Figure 1. Cell classes on the final placement.
Scale: 8 px per um.
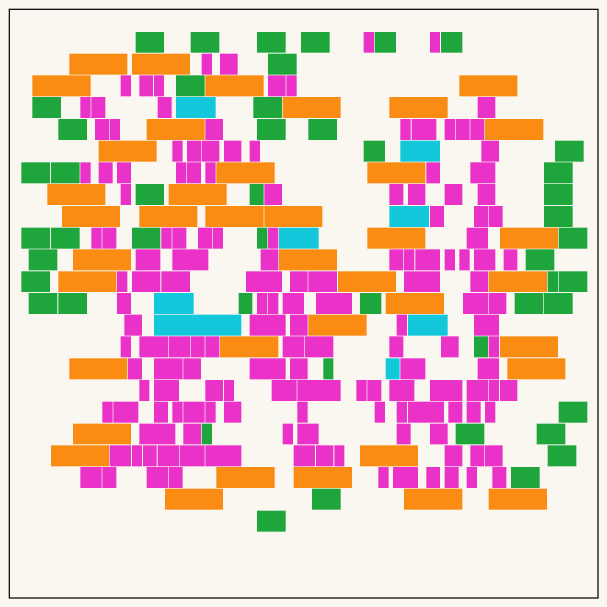
Figure 2. Ports around the boundary.
Scale: 4 px per um. Pins as bars across the die edge, other pins in grey.
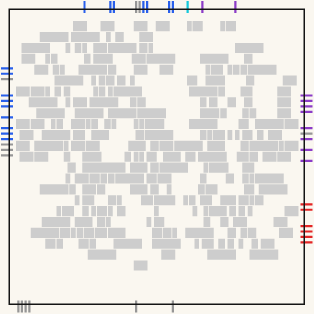
--- src/rtl/logs_pkg.sv ---
// Shared types and default parameters for the logistic-map column sampler.
package logs_pkg;

  // Sweep controller states
  typedef enum logic [1:0] {
    S_RESTART = 2'd0,
    S_SETTLE  = 2'd1,
    S_CAPTURE = 2'd2,
    S_PRESENT = 2'd3
  } logs_state_e;

  localparam int unsigned LOGS_FRAC     = 8;
  localparam int unsigned LOGS_BIN_BITS = 4;
  localparam int unsigned LOGS_SETTLE   = 32;
  localparam int unsigned LOGS_CAPTURE  = 32;
  localparam int unsigned LOGS_NUM_COLS = 64;
  localparam int unsigned LOGS_R_START  = 3 << LOGS_FRAC;
  localparam int unsigned LOGS_R_STEP   = 4;

endpackage

--- src/rtl/logs_col_bitmap.sv ---
// Per-column occupancy bitmap: decodes the top x bits into a bin and ORs it in.
module logs_col_bitmap
  import logs_pkg::*;
#(
  parameter int unsigned FRAC     = LOGS_FRAC,
  parameter int unsigned BIN_BITS = LOGS_BIN_BITS,
  localparam int unsigned BINS    = 1 << BIN_BITS
) (
  input  logic            clk,
  input  logic            i_clear,
  input  logic            i_set,
  input  logic [FRAC-1:0] i_x,
  output logic [BINS-1:0] o_bits
);

  logic [BIN_BITS-1:0] w_bin;
  logic [BINS-1:0]     w_onehot;
  logic [BINS-1:0]     r_bits;

  assign w_bin    = i_x[FRAC-1 -: BIN_BITS];
  assign w_onehot = BINS'(1) << w_bin;
  assign o_bits   = r_bits;

  // Low x bits below the bin index carry no information for the bitmap
  generate
    if (FRAC > BIN_BITS) begin : g_lsbs
      logic w_unused_lsbs;
      assign w_unused_lsbs = ^i_x[FRAC-BIN_BITS-1:0];
    end
  endgenerate

  // Clear wins over set; bins accumulate until the next clear
  always_ff @(posedge clk) begin
    if (i_clear) begin
      r_bits <= '0;
    end else if (i_set) begin
      r_bits <= r_bits | w_onehot;
    end
  end

endmodule

--- src/rtl/logs_column_sampler.sv ---
// Sweep controller for the logistic-map iterator: settles, bins and presents one
// column per r value. Define LOGS_SATURATE_R_EN to clamp r at all-ones instead of
// wrapping when r + R_STEP overflows.
module logs_column_sampler
  import logs_pkg::*;
#(
  parameter int unsigned FRAC     = LOGS_FRAC,
  parameter int unsigned BIN_BITS = LOGS_BIN_BITS,
  parameter int unsigned SETTLE   = LOGS_SETTLE,
  parameter int unsigned CAPTURE  = LOGS_CAPTURE,
  parameter int unsigned NUM_COLS = LOGS_NUM_COLS,
  parameter int unsigned R_START  = 3 << FRAC,
  parameter int unsigned R_STEP   = LOGS_R_STEP,
  localparam int unsigned BINS    = 1 << BIN_BITS,
  localparam int unsigned IDX_W   = (NUM_COLS > 1) ? $clog2(NUM_COLS) : 1
) (
  input  logic             clk,
  input  logic             reset,
  input  logic [FRAC-1:0]  x,
  input  logic             next_ready,
  output logic [FRAC+1:0]  r,
  output logic             map_reset,
  output logic [BINS-1:0]  col_bits,
  output logic [IDX_W-1:0] col_index,
  output logic             col_valid,
  input  logic             col_ready
);

  localparam int unsigned RW      = FRAC + 2;
  localparam int unsigned CNT_MAX = (SETTLE > CAPTURE) ? SETTLE : CAPTURE;
  localparam int unsigned CNT_W   = (CNT_MAX > 1) ? $clog2(CNT_MAX + 1) : 1;

  logs_state_e      r_state;
  logic [RW-1:0]    r_r;
  logic [IDX_W-1:0] r_col_index;
  logic             r_col_valid;
  logic [CNT_W-1:0] r_cnt;
  logic [RW-1:0]    w_r_next;
  logic             w_bm_clear;
  logic             w_bm_set;

  assign r         = r_r;
  assign col_index = r_col_index;
  assign col_valid = r_col_valid;
  assign map_reset = (r_state == S_RESTART);

  assign w_bm_clear = reset | (r_state == S_RESTART);
  assign w_bm_set   = (r_state == S_CAPTURE) & next_ready;

`ifdef LOGS_SATURATE_R_EN
  logic [RW:0] w_r_sum;
  assign w_r_sum = {1'b0, r_r} + (RW+1)'(R_STEP);
  // Clamp to all-ones when the step carries out of the r range
  always_comb begin
    w_r_next = w_r_sum[RW-1:0];
    if (w_r_sum[RW]) begin
      w_r_next = '1;
    end
  end
`else
  // Plain modulo-2^(FRAC+2) step
  always_comb begin
    w_r_next = r_r + RW'(R_STEP);
  end
`endif

  logs_col_bitmap #(
    .FRAC     (FRAC),
    .BIN_BITS (BIN_BITS)
  ) u_bitmap (
    .clk     (clk),
    .i_clear (w_bm_clear),
    .i_set   (w_bm_set),
    .i_x     (x),
    .o_bits  (col_bits)
  );

  // Column sequencing: restart iterator, discard settling samples, capture, hand off
  always_ff @(posedge clk) begin
    if (reset) begin
      r_state     <= S_RESTART;
      r_r         <= RW'(R_START);
      r_col_index <= '0;
      r_col_valid <= 1'b0;
      r_cnt       <= '0;
    end else begin
      case (r_state)
        S_RESTART: begin
          r_cnt   <= '0;
          r_state <= S_SETTLE;
        end
        S_SETTLE: begin
          if (next_ready) begin
            if (r_cnt == CNT_W'(SETTLE - 1)) begin
              r_cnt   <= '0;
              r_state <= S_CAPTURE;
            end else begin
              r_cnt <= r_cnt + CNT_W'(1);
            end
          end
        end
        S_CAPTURE: begin
          if (next_ready) begin
            if (r_cnt == CNT_W'(CAPTURE - 1)) begin
              r_cnt       <= '0;
              r_col_valid <= 1'b1;
              r_state     <= S_PRESENT;
            end else begin
              r_cnt <= r_cnt + CNT_W'(1);
            end
          end
        end
        S_PRESENT: begin
          if (col_ready) begin
            r_col_valid <= 1'b0;
            r_state     <= S_RESTART;
            if (r_col_index == IDX_W'(NUM_COLS - 1)) begin
              r_col_index <= '0;
              r_r         <= RW'(R_START);
            end else begin
              r_col_index <= r_col_index + IDX_W'(1);
              r_r         <= w_r_next;
            end
          end
        end
        default: r_state <= S_RESTART;
      endcase
    end
  end

endmodule

--- config.mk ---
export PLATFORM = sky130hd
export DESIGN_NAME = logs_column_sampler
export DESIGN_NICKNAME = d
export VERILOG_FILES = /design/src/rtl/logs_pkg.sv /design/src/rtl/logs_col_bitmap.sv /design/src/rtl/logs_column_sampler.sv
export SDC_FILE = /design/constraint.sdc
export NUM_CORES = 1
export LEC_CHECK = 0
export CAP_MARGIN = 20
export CORE_UTILIZATION = 35
export CTS_BUF_LIST = sky130_fd_sc_hd__clkbuf_8
export DETAILED_ROUTE_END_ITERATION = 10
export GPL_TIMING_DRIVEN = 0
export PLACE_DENSITY = 0.65
export SLEW_MARGIN = 10
export SYNTH_ARGS = -nofsm -noshare
export SYNTH_HDL_FRONTEND = slang
export SYNTH_SLANG_ARGS = --single-unit
export TNS_END_PERCENT = 10
--- constraint.sdc ---
create_clock -name clk -period 2.7 [get_ports clk]
set_clock_uncertainty 0.05 [all_clocks]
set_input_delay 0.405 -clock clk [delete_from_list [all_inputs] [get_ports clk]]
set_output_delay 0.405 -clock clk [all_outputs]
set_load 0.01 [all_outputs]
==> impl_metrics.tcl <==
# metrics dict for downstream scripts
set metrics [dict create \
    outcome "finished clean" \
    grt_usage 0.148 \
    post-cts-setup-buffers 0 \
    lay_top_cells "dfxtp_1, clkdlybuf4s50_1, a21oi_1, nor2_1, nand2_1" \
    tool_warnings 33 \
    drv_cap 0 \
    drt-initial-drc-count 46 \
    clkTransAtPathRegs_ns 0.08 \
    grt_pass1_wl_um 6130 \
    pg_clk_uw 507 \
    slew_violations 0 \
    synth_seq_share 0.438 \
    top_layer "met4" \
    whs_ns 0.393 \
    hold_path.class "primary input to flop" \
    worst-path-buf-inv 2 \
    dieArea_sq_mm 0.00539 \
    overflow 0 \
    drive_above_1_share 0.0964 \
    antenna_found_initial 0 \
    synth_area_sq_mm 0.00178 \
    finalHoldViolations 0 \
    clock_latency_ns 0.29 \
    final.setup.tns_ns 0 \
    drc_errors 0 \
    simple_gate_area_frac 0.238 \
    finalCritPeriodShare 0.758 \
    critPathCaptureType "output port" \
    cts_hold_buf 0 \
    power_frac_clock 0.337 \
    ir_drop_uv 332 \
    grt_pass1_vias 1359 \
    min_period_ns 2.05 \
    p_seq_uw 621 \
    ys_warn_count 0 \
    top_power_group "registers" \
    die_h_um 73.4 \
    xor_area_frac 0.0196 \
    p_leak_uw 0.000808 \
    powerComb_uw 376 \
    synth.distinct_cells 42 \
    intPower_uw 1060 \
    wl_met3_um 180 \
    ctsRootBufferMaster "clkbuf_8" \
    yosysTopAreaCell "dfxtp_1" \
    row_count 25 \
    dpl.hpwl_um 2710 \
    coreArea_sq_mm 0.00482 \
    setup_viol 0 \
    most_common_cell "dfxtp_1" \
]
## Picture notes: Figure 1
Key: other buffers and delay cells = green [cells 48, share of their area 19%]; all other logic = magenta [cells 154, share of their area 42%]; clock drivers and dummy loads = cyan [cells 8, share of their area 5.2%]; flops = orange [cells 39, share of their area 34%]

## Picture notes: Figure 2
Key: col_ready = cyan [pins 1, direction input, edge north]; r = purple [pins 10, direction output, edge 8 east, 2 north]; col_bits = blue [pins 16, direction output, edge 9 west, 7 north]; col_index = red [pins 6, direction output, edge east]

[registers in the layout, indices dropped and copies added, names as in the netlist]
name             flops
r_state              2
r                    8
col_index            6
col_valid            1
u_bitmap.o_bits     16
r_cnt                6
[routing by layer]
metal	vias to the layer above	global-route usage
li1	820	-
met1	722	0.190
met2	36	0.231
met3	8	0.0439
met4	0	0.0598
met5	-	0
[final cells by class]
cell class,count,area [sq um],share of cell area
plain buffers,11,60.1,0.0255
flip-flops and latches,39,781,0.331
multi-input cells,146,917,0.389
well taps,67,83.8,0.0355
clock buffers,6,82.6,0.0350
inverters,8,30.0,0.0127
repair buffers,37,370,0.157
clock inverters,2,35.0,0.0148
[tightest hold or removal path: cells and delay by family]
kind / cells / cell delay (ns)
buffers and inverters: 1 / 0.15
AOI/OAI and AO/OA: 2 / 0.13
[metrics by stage]
stage | instance area [sq um] | util | setup slack, ns | std cells | total power, uW
2_1_floorplan | 1790 | - | 1.04 | 204 | 904
3_3_place_gp | 2240 | 0.465 | 0.773 | 308 | 1010
3_5_place_dp | 2240 | 0.465 | 0.753 | 308 | 1010
4_1_cts | 2360 | 0.490 | 0.621 | 316 | 1530
5_1_grt | 2360 | 0.490 | 0.551 | 316 | 1590
6_report | 2360 | 0.490 | 0.653 | 316 | 1500
[worst paths after layout]
path              cells after the start  slack (ns)                         endpoint                       startpoint
hold / removal                        3        0.39                r[3]$_SDFFE_PP0P_                        col_ready
setup / recovery                      3        0.65                        map_reset          r_state[0]$_SDFFE_PP0P_
hold reg to reg                       2        0.43  u_bitmap.o_bits[8]$_SDFFE_PP0P_  u_bitmap.o_bits[8]$_SDFFE_PP0P_
setup reg to reg                      6        0.89            r_cnt[5]$_SDFFE_PP0P_          r_state[0]$_SDFFE_PP0P_
Power figures rest on the tool's default switching activity, not on a simulated workload.
